Fig. 1: run 1, clock network drawn from the DEF
Scale bar: 20 um.
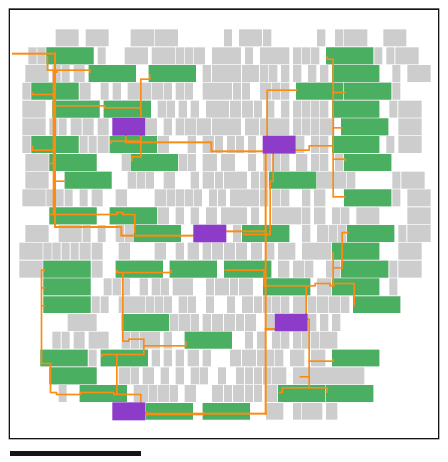
Fig. 2: run 1, placed cells, one colour a class
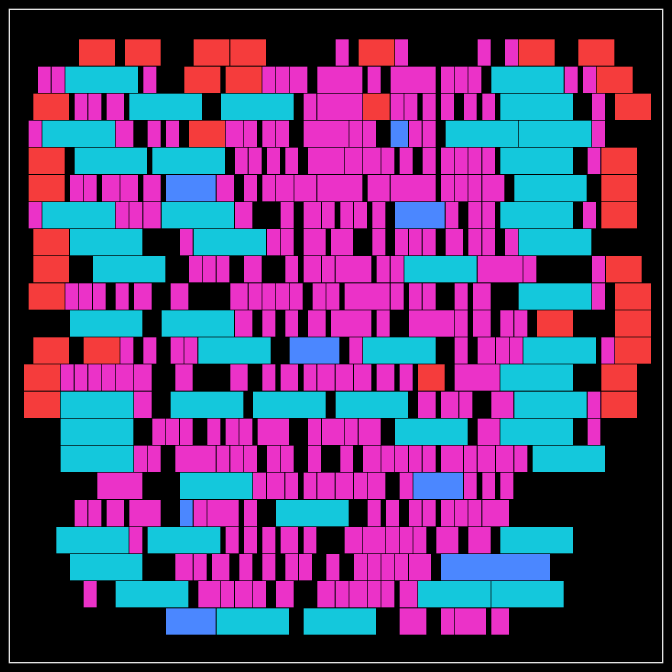
Fig. 3: run 1, the clock network
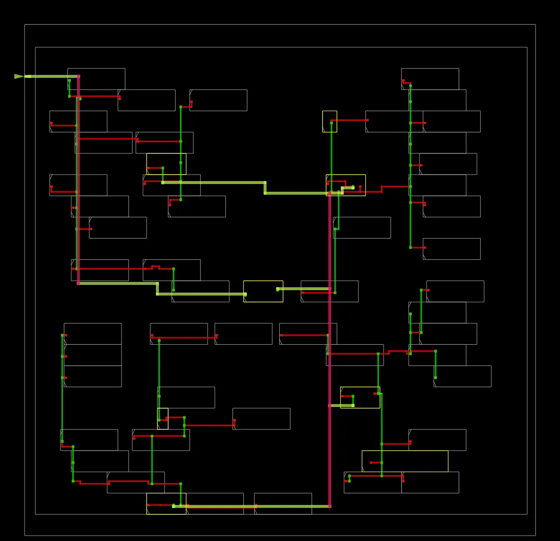
==> src/rtl/seg7_pkg.sv <==
// Shared glyph constants and BCD-to-segment decode for the 7-segment scan driver.
// Glyphs are active-high {g,f,e,d,c,b,a}; polarity is applied at the driver outputs.
package seg7_pkg;

    localparam logic [6:0] SEG_0     = 7'h3F;
    localparam logic [6:0] SEG_1     = 7'h06;
    localparam logic [6:0] SEG_2     = 7'h5B;
    localparam logic [6:0] SEG_3     = 7'h4F;
    localparam logic [6:0] SEG_4     = 7'h66;
    localparam logic [6:0] SEG_5     = 7'h6D;
    localparam logic [6:0] SEG_6     = 7'h7D;
    localparam logic [6:0] SEG_7     = 7'h07;
    localparam logic [6:0] SEG_8     = 7'h7F;
    localparam logic [6:0] SEG_9     = 7'h6F;
    localparam logic [6:0] SEG_DASH  = 7'h40;
    localparam logic [6:0] SEG_BLANK = 7'h00;

    // Non-BCD codes 10..15 render as a dash so a bad digit is visible rather than garbage.
    function automatic logic [6:0] digit_to_seg(input logic [3:0] digit);
        logic [6:0] seg;
        case (digit)
            4'd0:    seg = SEG_0;
            4'd1:    seg = SEG_1;
            4'd2:    seg = SEG_2;
            4'd3:    seg = SEG_3;
            4'd4:    seg = SEG_4;
            4'd5:    seg = SEG_5;
            4'd6:    seg = SEG_6;
            4'd7:    seg = SEG_7;
            4'd8:    seg = SEG_8;
            4'd9:    seg = SEG_9;
            default: seg = SEG_DASH;
        endcase
        return seg;
    endfunction

endpackage

==> src/rtl/seg7_decoder.sv <==
// Combinational digit decoder: BCD digit plus blank request to an active-high glyph.
module seg7_decoder
    import seg7_pkg::*;
(
    input  logic [3:0] digit,
    input  logic       blank,
    output logic [6:0] glyph
);

    always_comb begin
        glyph = blank ? SEG_BLANK : digit_to_seg(digit);
    end

endmodule

==> src/rtl/seg7_scan_driver.sv <==
// Time-multiplexed 4-digit 7-segment driver with shadowed digits, anode ghost blanking,
// leading-zero suppression, fixed decimal point and a once-per-scan frame pulse.
module seg7_scan_driver
    import seg7_pkg::*;
#(
    parameter int unsigned SCAN_DIV    = 50000,
    parameter int unsigned BLANK_CYC   = 64,
    parameter int unsigned DP_POS      = 2,
    parameter int unsigned SEG_ACT_LOW = 1,
    parameter int unsigned AN_ACT_LOW  = 1
) (
    input  logic       clk,
    input  logic       rst_n,
    input  logic       i_load,
    input  logic       i_lzb,
    input  logic [3:0] i_Digit1,
    input  logic [3:0] i_Digit2,
    input  logic [3:0] i_Digit3,
    input  logic [3:0] i_Digit4,
    output logic [6:0] o_seg,
    output logic       o_dp,
    output logic [3:0] o_an,
    output logic       o_frame
);

    localparam int unsigned      CNT_W     = (SCAN_DIV > 2) ? $clog2(SCAN_DIV) : 1;
    localparam logic [CNT_W-1:0] CNT_LAST  = CNT_W'(SCAN_DIV - 1);
    localparam logic [CNT_W-1:0] CNT_BLANK = CNT_W'(BLANK_CYC);
    localparam logic             SEG_INV   = (SEG_ACT_LOW != 0);
    localparam logic             AN_INV    = (AN_ACT_LOW != 0);
    localparam logic             DP_USED   = (DP_POS < 4);

    logic [CNT_W-1:0] cnt_q, cnt_d;
    logic [1:0]       idx_q, idx_d;
    logic [3:0][3:0]  digit_q, digit_d;
    logic             live_q, live_d;
    logic [6:0]       seg_q, seg_d;
    logic             dp_q, dp_d;
    logic [3:0]       an_q, an_d;
    logic             frame_q, frame_d;

    logic             wrap;
    logic             in_blank;
    logic             zero_above;
    logic             lz_blank;
    logic [3:0]       cur_digit;
    logic [6:0]       glyph;

    seg7_decoder u_decoder (
        .digit (cur_digit),
        .blank (lz_blank),
        .glyph (glyph)
    );

    always_comb begin
        wrap     = (cnt_q == CNT_LAST);
        cnt_d    = wrap ? '0 : cnt_q + 1'b1;
        idx_d    = wrap ? idx_q + 2'd1 : idx_q;
        // Glyphs stay dark until the first slot advance after reset.
        live_d   = live_q | wrap;
        frame_d  = wrap && (idx_q == 2'd3);
        digit_d  = i_load ? {i_Digit4, i_Digit3, i_Digit2, i_Digit1} : digit_q;
        in_blank = (cnt_q < CNT_BLANK);

        cur_digit  = digit_q[idx_q];
        zero_above = 1'b1;
        for (int k = 0; k < 4; k++) begin
            if ((k >= int'(idx_q)) && (digit_q[k] != 4'd0)) begin
                zero_above = 1'b0;
            end
        end
        // Digits at or right of the decimal point are never suppressed.
        lz_blank = i_lzb && (idx_q != 2'd0) && zero_above
                   && !(DP_USED && (32'(idx_q) <= DP_POS));

        seg_d = live_q ? glyph : SEG_BLANK;
        an_d  = (live_q && !in_blank) ? (4'b0001 << idx_q) : 4'b0000;
        dp_d  = live_q && !in_blank && DP_USED && (32'(idx_q) == DP_POS);
    end

    always_ff @(posedge clk) begin
        if (!rst_n) begin
            cnt_q   <= '0;
            idx_q   <= 2'd0;
            digit_q <= '0;
            live_q  <= 1'b0;
            seg_q   <= SEG_BLANK;
            dp_q    <= 1'b0;
            an_q    <= 4'b0000;
            frame_q <= 1'b0;
        end else begin
            cnt_q   <= cnt_d;
            idx_q   <= idx_d;
            digit_q <= digit_d;
            live_q  <= live_d;
            seg_q   <= seg_d;
            dp_q    <= dp_d;
            an_q    <= an_d;
            frame_q <= frame_d;
        end
    end

    assign o_seg   = seg_q ^ {7{SEG_INV}};
    assign o_dp    = dp_q ^ SEG_INV;
    assign o_an    = an_q ^ {4{AN_INV}};
    assign o_frame = frame_q;

endmodule

==> config.mk <==
export PLATFORM = sky130hd
export DESIGN_NAME = seg7_scan_driver
export DESIGN_NICKNAME = d
export VERILOG_FILES = /design/src/rtl/seg7_pkg.sv /design/src/rtl/seg7_decoder.sv /design/src/rtl/seg7_scan_driver.sv
export SDC_FILE = /design/constraint.sdc
export NUM_CORES = 1
export LEC_CHECK = 0
export ABC_AREA = 1
export CORE_UTILIZATION = 58
export DETAILED_ROUTE_END_ITERATION = 8
export GPL_TIMING_DRIVEN = 1
export HOLD_SLACK_MARGIN = 0.05
export PLACE_DENSITY = 0.9
export SYNTH_ARGS = -nofsm -noshare
export SYNTH_HDL_FRONTEND = slang
export SYNTH_SLANG_ARGS = --single-unit
==> constraint.sdc <==
create_clock -name clk -period 2.6 [get_ports clk]
set_input_delay 0.52 -clock clk [delete_from_list [all_inputs] [get_ports clk]]
set_output_delay 0.52 -clock clk [all_outputs]
set_load 0.01 [all_outputs]
==> results.py, run 1 <==
# Metrics from the implementation run
metrics = {
    "finish": {
        "logic_area_sq_um": 1170,
        "lay_top_count": "nor2_1",
        "comb_share_pct": 41.8,
        "final_cell_mix": "nor2_1, nand2_1, dfxtp_1",
        "inverters": 42,
        "fin_nets": 404,
    },
    "power_and_ir_drop": {
        "power_uw": 1410,
        "power_frac_clock_pct": 36.8,
        "leakagePower_uw": 0.00117,
        "power_density_nw_per_um2": 506,
    },
    "sta": {
        "setup_viol": 0,
        "maxClockFrequency_ghz": 0.576,
        "skew_ps": 5.06,
        "drv_slew": 0,
        "rsz0062_at_grt": "false",
        "period_used_pct": 66.8,
    },
    "logic_synthesis": {
        "synth_warnings": 0,
        "yosys_area_sq_um": 2340,
        "async_flop_share_pct": 0,
        "ys_seq_elements": 48,
        "netlist_instances": 340,
        "ff_type": "dfxtp_1",
        "top_cell_area_share_pct": 41.1,
        "ys_types": 26,
    },
    "floorplanning": {
        "chip_area_sq_um": 4290,
        "core_sq_um": 3770,
        "placement_rows": 22,
    },
    "setup_path": {
        "required_ps": 2840,
        "crit_arrival_ps": 1980,
        "startpoint": "idx_q[1]",
        "r2r_cells": 8,
        "slowest_stage": "dfxtp_1",
        "critPathMaxFanout": 11,
    },
    "job": {
        "openroad.warnings": 34,
        "maxCapViolations": 0,
    },
    "placed_design": {
        "io_buffers": 32,
    },
    "routing": {
        "ant_nets": 0,
        "vias_per_cell": 5.04,
        "drt-total-wl_mm": 4.43,
        "post_drt_wl_per_cell_um": 10.5,
    },
    "worst_hold_path": {
        "min_from": "cnt_q[0]",
    },
    "global_routing": {
        "grt_overflow": 0,
        "grt_pass1_vias": 1925,
    },
    "run_status": {
        "status": "finished clean",
    },
    "clock_network": {
        "post-cts-setup-buffer-count": 0,
    },
}
Notes on Fig. 1 above:
legend:
  green:
    item: flip-flops
    count: 48
  orange:
    item: clock wires
    length: 497 um
  purple:
    item: clock-net drivers
    count: 5
flops lie: all over the die
routed clock nets: 6

Notes on Fig. 2 above:
legend:
  red:
    class: remaining buffers and delay cells
    cells: 34
    share_of_their_area: 12%
  blue:
    class: clock drivers and dummy loads
    cells: 8
    share_of_their_area: 3.9%
  magenta:
    class: remaining logic cells
    cells: 284
    share_of_their_area: 49%
  cyan:
    class: registers
    cells: 48
    share_of_their_area: 35%

Notes on Fig. 3 above:
Power Clock: 519 uW
Sink Count: 48

## run 1: layer usage
layer  vias up  track usage (%)  wire [um]
met4         0             10.3         88
li1       1117                -          -
met2        63             38.7       2030
met1       935             30.4       2070
met3        10             6.08        234
met5         -                0          0
## run 1: metrics by stage
step                util [%]  area [sq um]
floorplan                  -          2340
global placement        71.1          2680
detailed placement      71.1          2680
CTS                     73.9          2790
global route            73.9          2790
finish                  73.9          2790
## run 1: critical path: cells and delay by family, from the launching register on
kind / cells / cell delay [ps]
adders and majority gates: 1 / 330
DFF: 1 / 590
and+or+nand+nor: 5 / 580
buffers and inverters: 2 / 200
## run 1: power by group through the flow
stage          combinational [uW]  clock, uW  sequential (uW)
2_1_floorplan                75.0          0              782
3_3_place_gp                  116          0              786
3_5_place_dp                  120          0              787
4_1_cts                       121        530              769
5_1_grt                       139        560              772
6_report                      122        519              770
## run 1: logic make-up (layout without fill, tap and decap cells)
group | count (synthesis) | count (layout) | share of synthesized area, %
XOR/XNOR | 4 | 4 | 1.50
AND/OR/NAND/NOR | 199 | 199 | 36.4
adder cells (fa/ha/maj) | 11 | 11 | 5.89
buffers and inverters | 50 | 84 | 8.99
AND-OR/OR-AND | 28 | 28 | 6.10
flip-flops | 48 | 48 | 41.1
## run 1: how the worst max path moves through the flow
| stage | endpoint | slack (ps) | cells after the start |
|---|---|---|---|
| global route | seg_q[3] | 630 | 8 |
| CTS | seg_q[3] | 870 | 8 |
| detailed placement | digit_q[10] | 640 | 4 |
| finish | seg_q[3] | 860 | 8 |
| floorplan | seg_q[5] | 1160 | 12 |
| global placement | digit_q[2] | 680 | 4 |
## run 1: state kept, by name, summed over array words and instances (netlist names)
signal and flops:
an_q 4, cnt_q 16, digit_q 16, dp_q 1
idx_q 2, live_q 1, o_frame 1, seg_q 7
==> inputs of run 2 (changes only) <==
--- a/config.mk
+++ b/config.mk
@@ -6,11 +6,11 @@
 export NUM_CORES = 1
 export LEC_CHECK = 0
 export ABC_AREA = 1
-export CORE_UTILIZATION = 58
+export CORE_UTILIZATION = 54
 export DETAILED_ROUTE_END_ITERATION = 8
 export GPL_TIMING_DRIVEN = 1
 export HOLD_SLACK_MARGIN = 0.05
-export PLACE_DENSITY = 0.9
+export PLACE_DENSITY = 0.85
 export SYNTH_ARGS = -nofsm -noshare
 export SYNTH_HDL_FRONTEND = slang
 export SYNTH_SLANG_ARGS = --single-unit
==> constraint.sdc (replaced) <==
create_clock -name clk -period 1.7 [get_ports clk]
set_input_delay 0.34 -clock clk [delete_from_list [all_inputs] [get_ports clk]]
set_output_delay 0.34 -clock clk [all_outputs]
set_load 0.01 [all_outputs]
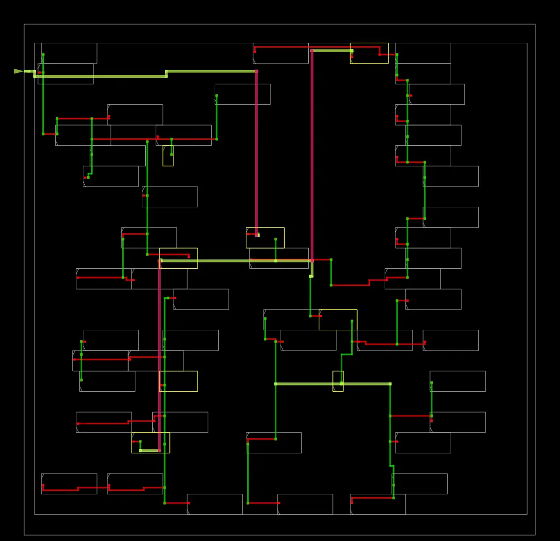
Fig. 4. The clock network (run 2).
clock latency on the worst-skew pair: 300 ps
Num CTS Buffers: 5
Power Clock: 689 uW
registers: 48
clk_buf instances: 8

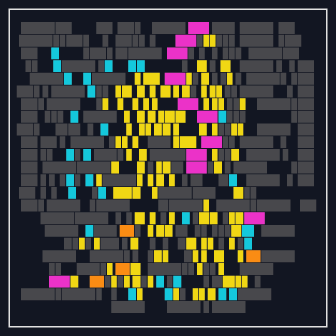
Fig. 5. Gate families picked out (run 2).
legend:
  cyan:
    family: aoi and oai cells
    cells: 28
    most_used: o21ai_0
  magenta:
    family: fa/ha/maj cells
    cells: 11
    most_used: ha_1
  orange:
    family: xor and xnor cells
    cells: 4
    most_used: xor2_1
  yellow:
    family: nand cells
    cells: 109
    most_used: nand2_1
fraction of area in multi-input gates: 41.6%
dominant logic cell type in the layout: nor2_1

==> results.py, run 2 <==
# Metrics from the implementation run
metrics = {
    "power_and_ir_drop": {
        "power_frac_clock_pct": 33.5,
        "leakagePower_uw": 0.00118,
        "pg_seq_uw": 1180,
        "p_comb_uw": 187,
    },
    "global_routing": {
        "use_met2_pct": 35.3,
        "grt_pass1_vias": 1810,
        "grtUsageMet1_pct": 29.5,
        "grt_overflow": 0,
        "busiest_layer": "met2",
    },
    "finish": {
        "reg_top3": "cnt_q (16), digit_q (16), seg_q (7)",
    },
    "logic_synthesis": {
        "synth_warnings": 0,
        "netlist_instances": 340,
        "async_flop_share_pct": 0,
        "ys_types": 26,
        "ys_seq_elements": 48,
    },
    "sta": {
        "skew_ps": 9.11,
    },
    "routing": {
        "post_drt_wl_per_cell_um": 10.2,
        "ant_nets": 0,
        "vias_per_cell": 4.80,
    },
    "clock_network": {
        "clock_sinks": 48,
        "post-cts-setup-buffer-count": 0,
    },
    "job": {
        "maxCapViolations": 0,
        "openroad.warnings": 34,
    },
    "setup_path": {
        "required_ps": 1360,
        "crit_arrival_ps": 1180,
        "startpoint": "seg_q[0]",
    },
    "floorplanning": {
        "core_sq_um": 4090,
    },
    "run_status": {
        "status": "finished clean",
    },
}
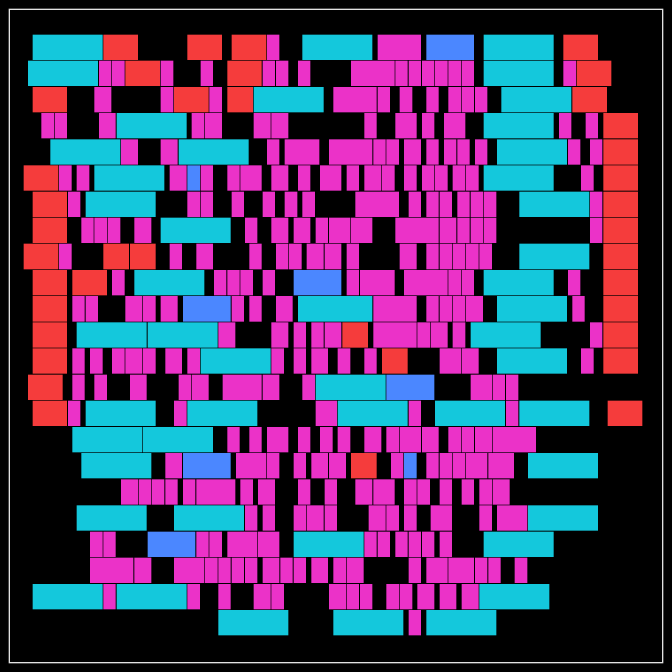
Fig. 6. Placed cells, one colour a class (run 2).
legend:
  blue:
    class: clock drivers and dummy loads
    cells: 8
    share_of_their_area: 3.3%
  red:
    class: remaining buffers and delay cells
    cells: 38
    share_of_their_area: 13%
  cyan:
    class: registers
    cells: 48
    share_of_their_area: 35%
  magenta:
    class: remaining logic cells
    cells: 284
    share_of_their_area: 48%

[run 2: cell families after synthesis]
kind of cell    Yosys count  share of synthesized area, %
xor+xnor                  4                          1.50
compound gates           28                          6.10
flops                    48                          41.1
buf+inv                  50                          8.99
fa+ha+maj                11                          5.89
simple gates            199                          36.4
[run 2: per-stage QoR]
stage | power (uW) | setup slack (ps) | utilization [%] | cell area [sq um] | hold WS, ps
after floorplan | 1310 | 264 | - | 2340 | 417
after CTS | 2070 | 119 | 68.6 | 2800 | 450
after detailed placement | 1390 | 140 | 66.4 | 2710 | 439
after global placement | 1380 | 208 | 66.4 | 2710 | 430
after global routing | 2150 | 39.5 | 68.7 | 2810 | 487
final | 2050 | 184 | 68.7 | 2810 | 450
[run 2: worst min path at each step]
stage | startpoint | slack [ps] | endpoint | cells after the start
2_1_floorplan | cnt_q[0] | 420 | cnt_q[0] | 1
3_3_place_gp | cnt_q[0] | 430 | cnt_q[0] | 1
3_5_place_dp | cnt_q[0] | 440 | cnt_q[0] | 1
4_1_cts | cnt_q[0] | 450 | cnt_q[0] | 1
5_1_grt | cnt_q[0] | 490 | cnt_q[0] | 1
6_report | cnt_q[0] | 450 | cnt_q[0] | 1
[run 2: cell type report]
| type | count | area share [%] |
|---|---|---|
| multi-input combinational | 242 | 41.6 |
| sequential | 48 | 34.3 |
| timing repair buffer | 38 | 13.0 |
| inverter | 42 | 5.62 |
| clock buffer | 8 | 3.21 |
| tap | 50 | 2.23 |
[run 2: what timing repair did]
action	in CTS	in global routing
hold endpoints to repair	0	0
gates resized	0	2
endpoints found under the setup margin	0	5
[run 2: metal layers]
layer,share of wire (%),vias to the layer above
met3,3.9,6
met5,0,-
li1,-,1129
met2,43,48
met1,51,872
met4,1.7,0
Power figures rest on the tool's default switching activity, not on a simulated workload.
